===== config.mk =====
export PLATFORM = sky130hd
export DESIGN_NAME = sl3_rx_am_check
export DESIGN_NICKNAME = d
export VERILOG_FILES = /design/src/rtl/sl3_pkg.sv /design/src/rtl/sl3_sat_popcnt_acc.sv /design/src/rtl/sl3_rx_am_check.sv
export SDC_FILE = /design/constraint.sdc
export NUM_CORES = 1
export LEC_CHECK = 0
export CORE_AREA = 3 3 221 223
export CTS_BUF_LIST = sky130_fd_sc_hd__clkbuf_4
export CTS_CLUSTER_SIZE = 28
export DETAILED_ROUTE_END_ITERATION = 6
export DIE_AREA = 0 0 224 226
export GPL_ROUTABILITY_DRIVEN = 0
export MAX_ROUTING_LAYER = met4
export SLEW_MARGIN = 0
export SYNTH_ARGS = -nofsm -noshare
export SYNTH_HDL_FRONTEND = slang
export SYNTH_SLANG_ARGS = --single-unit

===== constraint.sdc =====
create_clock -name i_clk -period 4 [get_ports i_clk]
set_input_delay 0.4 -clock i_clk [delete_from_list [all_inputs] [get_ports i_clk]]
set_output_delay 0.4 -clock i_clk [all_outputs]
set_load 0.005 [all_outputs]

===== src/rtl/sl3_pkg.sv =====
// rtl/sl3_pkg.sv - shared constants and state type for the sl3 receive AM checker
// Used by sl3_rx_am_check and sl3_sat_popcnt_acc.
package sl3_pkg;

  localparam int         LANE_W   = 66;
  localparam logic [1:0] SH_CTRL  = 2'b01;
  localparam logic [3:0] AM_BTYPE = 4'b1100;

  // Bit offsets inside one 66-bit lane word
  localparam int AM_BT_LO = 34;
  localparam int AM_BT_W  = 4;
  localparam int AM_ID_LO = 38;
  localparam int AM_ID_W  = 8;

  typedef enum logic [1:0] {
    ST_IDLE   = 2'd0,
    ST_HUNT   = 2'd1,
    ST_LOCKED = 2'd2
  } am_state_e;

endpackage


===== src/rtl/sl3_sat_popcnt_acc.sv =====
// rtl/sl3_sat_popcnt_acc.sv - popcount of a flag vector into a saturating counter
// Clear and reset both load zero and discard the current cycle's increment.
module sl3_sat_popcnt_acc #(
  parameter int N = 4,
  parameter int W = 16
) (
  input  logic         i_clk,
  input  logic         i_srst,
  input  logic         i_clr,
  input  logic [N-1:0] i_flags,
  output logic [W-1:0] o_cnt
);

  localparam int PW = $clog2(N + 1);

  logic [PW-1:0] w_pop;
  logic [W:0]    w_sum;
  logic [W-1:0]  r_cnt;

  always_comb begin
    w_pop = '0;
    for (int i = 0; i < N; i++) begin
      w_pop = w_pop + PW'(i_flags[i]);
    end
  end

  // One extra bit catches the carry out so the counter pins at all-ones
  assign w_sum = {1'b0, r_cnt} + (W+1)'(w_pop);

  always_ff @(posedge i_clk) begin
    if (i_srst || i_clr) begin
      r_cnt <= '0;
    end else if (w_sum[W]) begin
      r_cnt <= '1;
    end else begin
      r_cnt <= w_sum[W-1:0];
    end
  end

  assign o_cnt = r_cnt;

endmodule


===== src/rtl/sl3_rx_am_check.sv =====
// rtl/sl3_rx_am_check.sv - alignment-marker lock, strip and ECC error counting
// Optional lane-ID check of AM beats is enabled by defining SL3_AM_LANE_ID_EN.
module sl3_rx_am_check
  import sl3_pkg::*;
#(
  parameter int NUM_LN     = 4,
  parameter int AM_PERIOD  = 1024,
  parameter int MISS_LIMIT = 3,
  parameter int CNT_W      = 16
) (
  input  logic                     i_clk,
  input  logic                     i_srst,
  input  logic [NUM_LN*LANE_W-1:0] i_din,
  input  logic                     i_din_valid,
  input  logic [NUM_LN-1:0]        i_din_fix,
  input  logic [NUM_LN-1:0]        i_din_fail,
  input  logic                     i_deskew_locked,
  input  logic                     i_clr_cnt,
  output logic [NUM_LN*LANE_W-1:0] o_dout,
  output logic                     o_dout_valid,
  output logic                     o_am_locked,
  output logic                     o_am_miss,
  output logic                     o_am_mismatch,
  output logic                     o_am_lane_err,
  output logic [CNT_W-1:0]         o_fix_cnt,
  output logic [CNT_W-1:0]         o_fail_cnt
);

  localparam int PER_W = $clog2(AM_PERIOD);
  localparam int DW    = NUM_LN * LANE_W;

  logic [NUM_LN-1:0] w_lane_am;
  logic              w_all_am;
  logic              w_any_am;
  logic              w_id_err;
  logic              w_am_ok;
  logic              w_expected;
  logic              w_miss_evt;
  logic [2:0]        w_miss_inc;

  am_state_e         r_state;
  logic [PER_W-1:0]  r_beat_cnt;
  logic [2:0]        r_miss_cnt;
  logic [DW-1:0]     r_dout;
  logic              r_dout_valid;
  logic              r_am_locked;
  logic              r_am_miss;
  logic              r_am_mismatch;
  logic              r_am_lane_err;

  always_comb begin
    w_lane_am = '0;
    for (int i = 0; i < NUM_LN; i++) begin
      w_lane_am[i] = (i_din[i*LANE_W] == SH_CTRL[0]) &&
                     (i_din[i*LANE_W + AM_BT_LO +: AM_BT_W] == AM_BTYPE);
    end
  end

  assign w_all_am = &w_lane_am;
  assign w_any_am = |w_lane_am;

`ifdef SL3_AM_LANE_ID_EN
  logic [NUM_LN-1:0] w_lane_id_ok;

  always_comb begin
    w_lane_id_ok = '0;
    for (int i = 0; i < NUM_LN; i++) begin
      w_lane_id_ok[i] = (i_din[i*LANE_W + AM_ID_LO +: AM_ID_W] == AM_ID_W'(i));
    end
  end

  assign w_id_err = w_all_am && !(&w_lane_id_ok);
`else
  assign w_id_err = 1'b0;
`endif

  // A beat with a bad lane ID still counts as an AM for stripping, not for lock
  assign w_am_ok    = w_all_am && !w_id_err;
  assign w_expected = (r_beat_cnt == '0);
  assign w_miss_evt = (w_expected != w_am_ok);
  assign w_miss_inc = r_miss_cnt + 3'd1;

  always_ff @(posedge i_clk) begin
    if (i_srst) begin
      r_state       <= ST_IDLE;
      r_beat_cnt    <= '0;
      r_miss_cnt    <= '0;
      r_dout        <= '0;
      r_dout_valid  <= 1'b0;
      r_am_locked   <= 1'b0;
      r_am_miss     <= 1'b0;
      r_am_mismatch <= 1'b0;
      r_am_lane_err <= 1'b0;
    end else begin
      r_dout_valid  <= 1'b0;
      r_am_miss     <= 1'b0;
      r_am_mismatch <= 1'b0;
      r_am_lane_err <= 1'b0;
      if (!i_deskew_locked) begin
        r_state     <= ST_IDLE;
        r_am_locked <= 1'b0;
        r_miss_cnt  <= '0;
      end else begin
        if (i_din_valid && (r_state != ST_IDLE)) begin
          r_am_mismatch <= w_any_am && !w_all_am;
          r_am_lane_err <= w_id_err;
        end
        case (r_state)
          ST_IDLE: begin
            r_miss_cnt <= '0;
            r_state    <= ST_HUNT;
          end
          ST_HUNT: begin
            if (i_din_valid && w_am_ok) begin
              r_state     <= ST_LOCKED;
              r_am_locked <= 1'b1;
              r_beat_cnt  <= PER_W'(1);
              r_miss_cnt  <= '0;
            end
          end
          ST_LOCKED: begin
            if (i_din_valid) begin
              r_dout_valid <= !w_all_am;
              if (!w_all_am) begin
                r_dout <= i_din;
              end
              // An early AM realigns the period to start from this beat
              r_beat_cnt <= (!w_expected && w_am_ok) ? PER_W'(1)
                                                     : r_beat_cnt + PER_W'(1);
              if (w_miss_evt) begin
                r_am_miss <= 1'b1;
                if (w_miss_inc == 3'(MISS_LIMIT)) begin
                  r_state     <= ST_HUNT;
                  r_am_locked <= 1'b0;
                  r_miss_cnt  <= '0;
                end else begin
                  r_miss_cnt <= w_miss_inc;
                end
              end else if (w_expected) begin
                r_miss_cnt <= '0;
              end
            end
          end
          default: begin
            r_state     <= ST_IDLE;
            r_am_locked <= 1'b0;
          end
        endcase
      end
    end
  end

  sl3_sat_popcnt_acc #(.N(NUM_LN), .W(CNT_W)) u_fix_acc (
    .i_clk   (i_clk),
    .i_srst  (i_srst),
    .i_clr   (i_clr_cnt),
    .i_flags (i_din_fix),
    .o_cnt   (o_fix_cnt)
  );

  sl3_sat_popcnt_acc #(.N(NUM_LN), .W(CNT_W)) u_fail_acc (
    .i_clk   (i_clk),
    .i_srst  (i_srst),
    .i_clr   (i_clr_cnt),
    .i_flags (i_din_fail),
    .o_cnt   (o_fail_cnt)
  );

  assign o_dout        = r_dout;
  assign o_dout_valid  = r_dout_valid;
  assign o_am_locked   = r_am_locked;
  assign o_am_miss     = r_am_miss;
  assign o_am_mismatch = r_am_mismatch;
  assign o_am_lane_err = r_am_lane_err;

endmodule


==> results.yml, run 1 <==
# implementation run metrics
pwr:
  power.largest_group: "registers"
  power-per-cell-area_nw_per_um2: 302
  power_frac_comb_pct: 9.0
  internal_power_mw: 5.03
  clock_power_share_pct: 43.5
timing:
  worst_slew_slack_as_a_fraction_of_its_limit_pct: 47.1
  timing.fmax_mhz: 352
  min_tclk_post_route_ns: 2.84
  worst-slew-pin-transition_ns: 0.794
  finalClockPeriodUsage_pct: 71.0
route:
  drc_errors: 0
  dr.first_iter.drc_count: 572
  dr_wl_met3_microns: 3700
floorplan:
  coreArea_sq_um: 46800
critical_path:
  worstPathBufferInverterCount: 4
  worstPathCellList: "clkdlybuf4s50_1 > ha_1 > inv_1 > fa_1 > inv_1 > ha_1 > inv_1 > fa_1 > nor2b_1 > o21ai_0 > or3_1 > a21oi_1"
  critical_path.startpoint_type: "input pin"
  ff2ff_path_depth: 6
  worst_path_most_repeated_cell: "inv_1"
  path_depth: 12
layout:
  final_net_count: 2373
  finalInstanceArea_sq_um: 22000
clock_tree:
  cts-resized-gates: 0
  insertion_delay_ns: 0.78
synth:
  synth_nets: 1789
  synth.yosys.warnings: 0
  synth-edff-count: 0
  ys_ff: 315
worst_hold_path:
  worstHoldStart: "i_din[189]"
  worst_hold_path.num_cells: 3
global_route:
  wire_length_of_the_first_global_routing_pass_microns: 72900
  globalRouteMet3Util_pct: 6.71
status:
  result_of_the_run: "complete, no violations"
[run 1: logic make-up after synthesis]
| logic type | Yosys count | share of synthesized area (%) |
|---|---|---|
| and+or+nand+nor | 644 | 27.1 |
| DFF | 315 | 42.7 |
| muxes | 266 | 18.0 |
| buffers and inverters | 134 | 4.95 |
| AOI/OAI and AO/OA | 94 | 4.28 |
| adders and majority gates | 20 | 1.90 |
| xor gates and xnor gates | 18 | 1.07 |
| other | 1 | 0.0254 |
[run 1: layout by cell type, fill, tap and decap left out, types with 12 or more instances in the layout]
cell,n
dfxtp_1,315
clkbuf_4,132
clkdlybuf4s50_1,575
nand2_1,17
ha_1,16
nand2b_1,531
a21oi_1,33
mux2i_1,266
clkinv_1,12
inv_1,32
**Run 1: the metal 1 layer**

The bar under the picture is 50 microns long. Cells faint in the background.
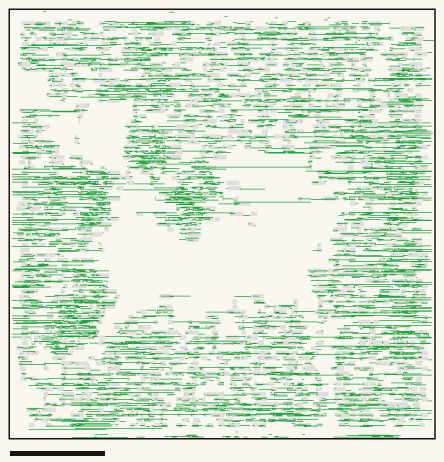
longest straight run: 66.7 microns
nets with wire on the layer: 2,188
main direction: horizontal
wire length on this layer: 19,500 microns

**Run 1: the metal 2 layer**

The bar under the picture is 50 microns long. Cells faint in the background.
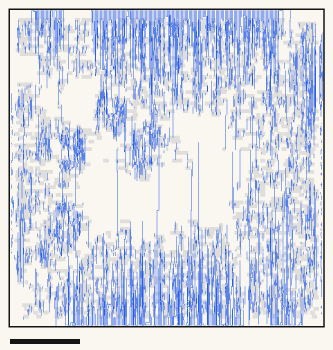
longest straight run: 79.0 microns
nets with wire on the layer: 2,067
Post-Route WL: 48,700 microns
met2 track demand over resource in global routing: 31.9%

**Run 1: M4 wires**

The bar under the picture is 50 microns long.
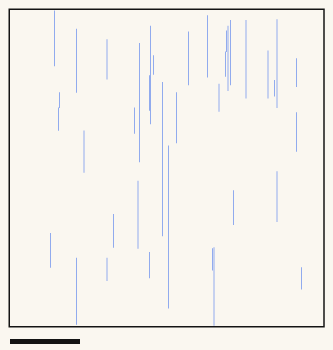
nets with wire on the layer: 21
longest straight run: 116 microns
wire length on this layer: 1,410 microns

**Run 1: met3 routing**

The bar under the picture is 50 microns long. Cells faint in the background.
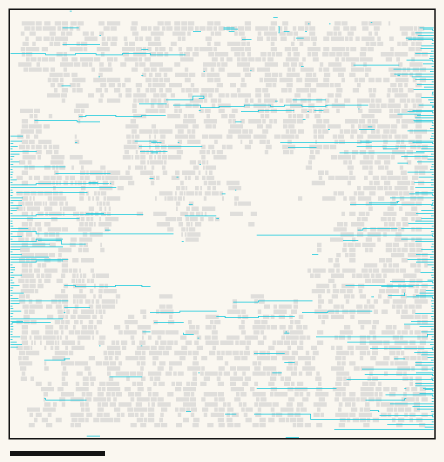

==> inputs of run 2 (changes only) <==
- clock period: 4 -> 2.7 ns (I/O delays scaled with it)
**Run 2: met3 routing**

The bar under the picture is 50 microns long. Cells faint in the background.
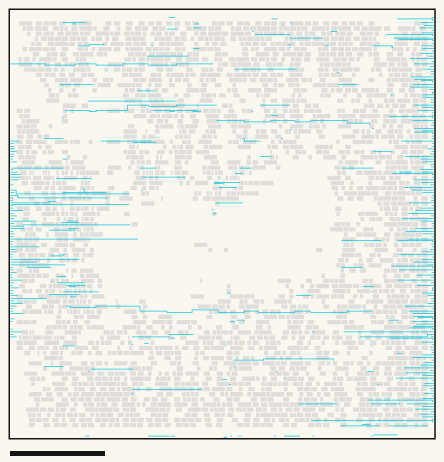
longest straight run: 66.9 microns
nets with wire on the layer: 287

**Run 2: track usage over the die**

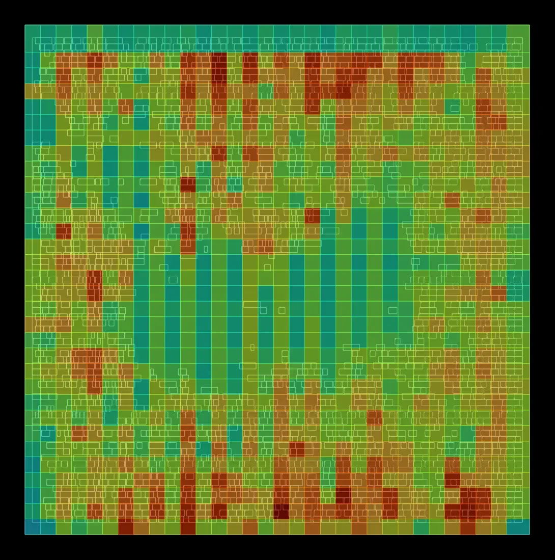
final core area utilization: 53.1%
global route hottest layer: met2
post-detailed-route wirelength per cell: 16.9 microns
met2 track demand over resource in global routing: 33.5%

==> run 2 against run 1 <==
First-iteration DRC count fell by 8.7%. Register-to-register slack got worse by 1.2 ns. Sequential share of layout area fell by 3.3 points. Final area rose by 13%. Count of clock-buffer cells in the layout fell by 2. Clock power rose by 53%. Die area did not move. Synthesized cell count did not move. Via count rose by 8.5%. Power rose by 55%. Largest power group unchanged. Highest routed layer unchanged.
==> results.yml, run 2 <==
# implementation run metrics
route:
  drc_errors: 0
  dr_wl_met3_microns: 3290
  totalWireLength_microns: 51100
  dr.first_iter.drc_count: 522
worst_hold_path:
  worstHoldStart: "i_din[20]"
  worst_hold_path.num_cells: 3
synth:
  adder_share_pct: 1.90
  synth.area.mux_share_pct: 18.0
  synth_nets: 1789
  ys_ff: 315
  yosysSeqAreaShare_pct: 42.7
  post_synth_main_logic_family: "simple AND/OR/NAND/NOR gates"
  synth.yosys.warnings: 0
  compound_area_share_pct: 4.28
timing:
  worst_slew_slack_as_a_fraction_of_its_limit_pct: 52.5
  finalClockPeriodUsage_pct: 96.3
  min_tclk_post_route_ns: 2.60
  timing.fmax_mhz: 385
status:
  result_of_the_run: "complete, no violations"
critical_path:
  worstPathBufferInverterCount: 3
  worstPathCellList: "dlygate4sd3_1 > clkdlybuf4s50_1 > or3b_1 > nor4_2 > and2_4 > inv_1 > ha_1 > nand3b_1 > a21o_1 > or3_1 > mux2i_1"
  path_depth: 11
  critical_path.startpoint_type: "input pin"
  ff2ff_path_depth: 7
pwr:
  clock_power_share_pct: 42.8
  total_chip_power_mw: 10.3
  power.largest_group: "registers"
  power-per-cell-area_nw_per_um2: 415
  internal_power_mw: 7.85
layout:
  final_net_count: 2652
  commonest_non_fill_non_tap_cell_in_the_layout: "clkdlybuf4s50_1"
global_route:
  wire_length_of_the_first_global_routing_pass_microns: 78000
  globalRouteMet3Util_pct: 5.95
clock_tree:
  cts-resized-gates: 0
  insertion_delay_ns: 0.81
floorplan:
  coreArea_sq_um: 46800
run 2: cell counts after synthesis:
No cell type changed its count.
run 2: per-stage QoR:
step / area [sq um] / hold slack [ns] / setup slack (ns) / cells
2_1_floorplan: 14800 / 0.425 / 0.0351 / 1492
4_1_cts: 24800 / 0.00273 / 0.169 / 3014
3_3_place_gp: 21200 / 0.457 / -0.336 / 2621
3_5_place_dp: 21200 / 0.462 / -0.381 / 2621
6_report: 24800 / 0.106 / 0.0995 / 3025
5_1_grt: 24800 / -0.0102 / 0.0628 / 3024
run 2: worst register-to-register path: stages (launching register included):
cell	delay, ns
dfxtp_1	0.36
nor4_1	0.31
nand4b_1	0.22
ha_1	0.24
nor3b_1	0.23
and3_1	0.42
a41oi_1	0.18
a311oi_1	0.26
Power figures rest on the tool's default switching activity, not on a simulated workload.
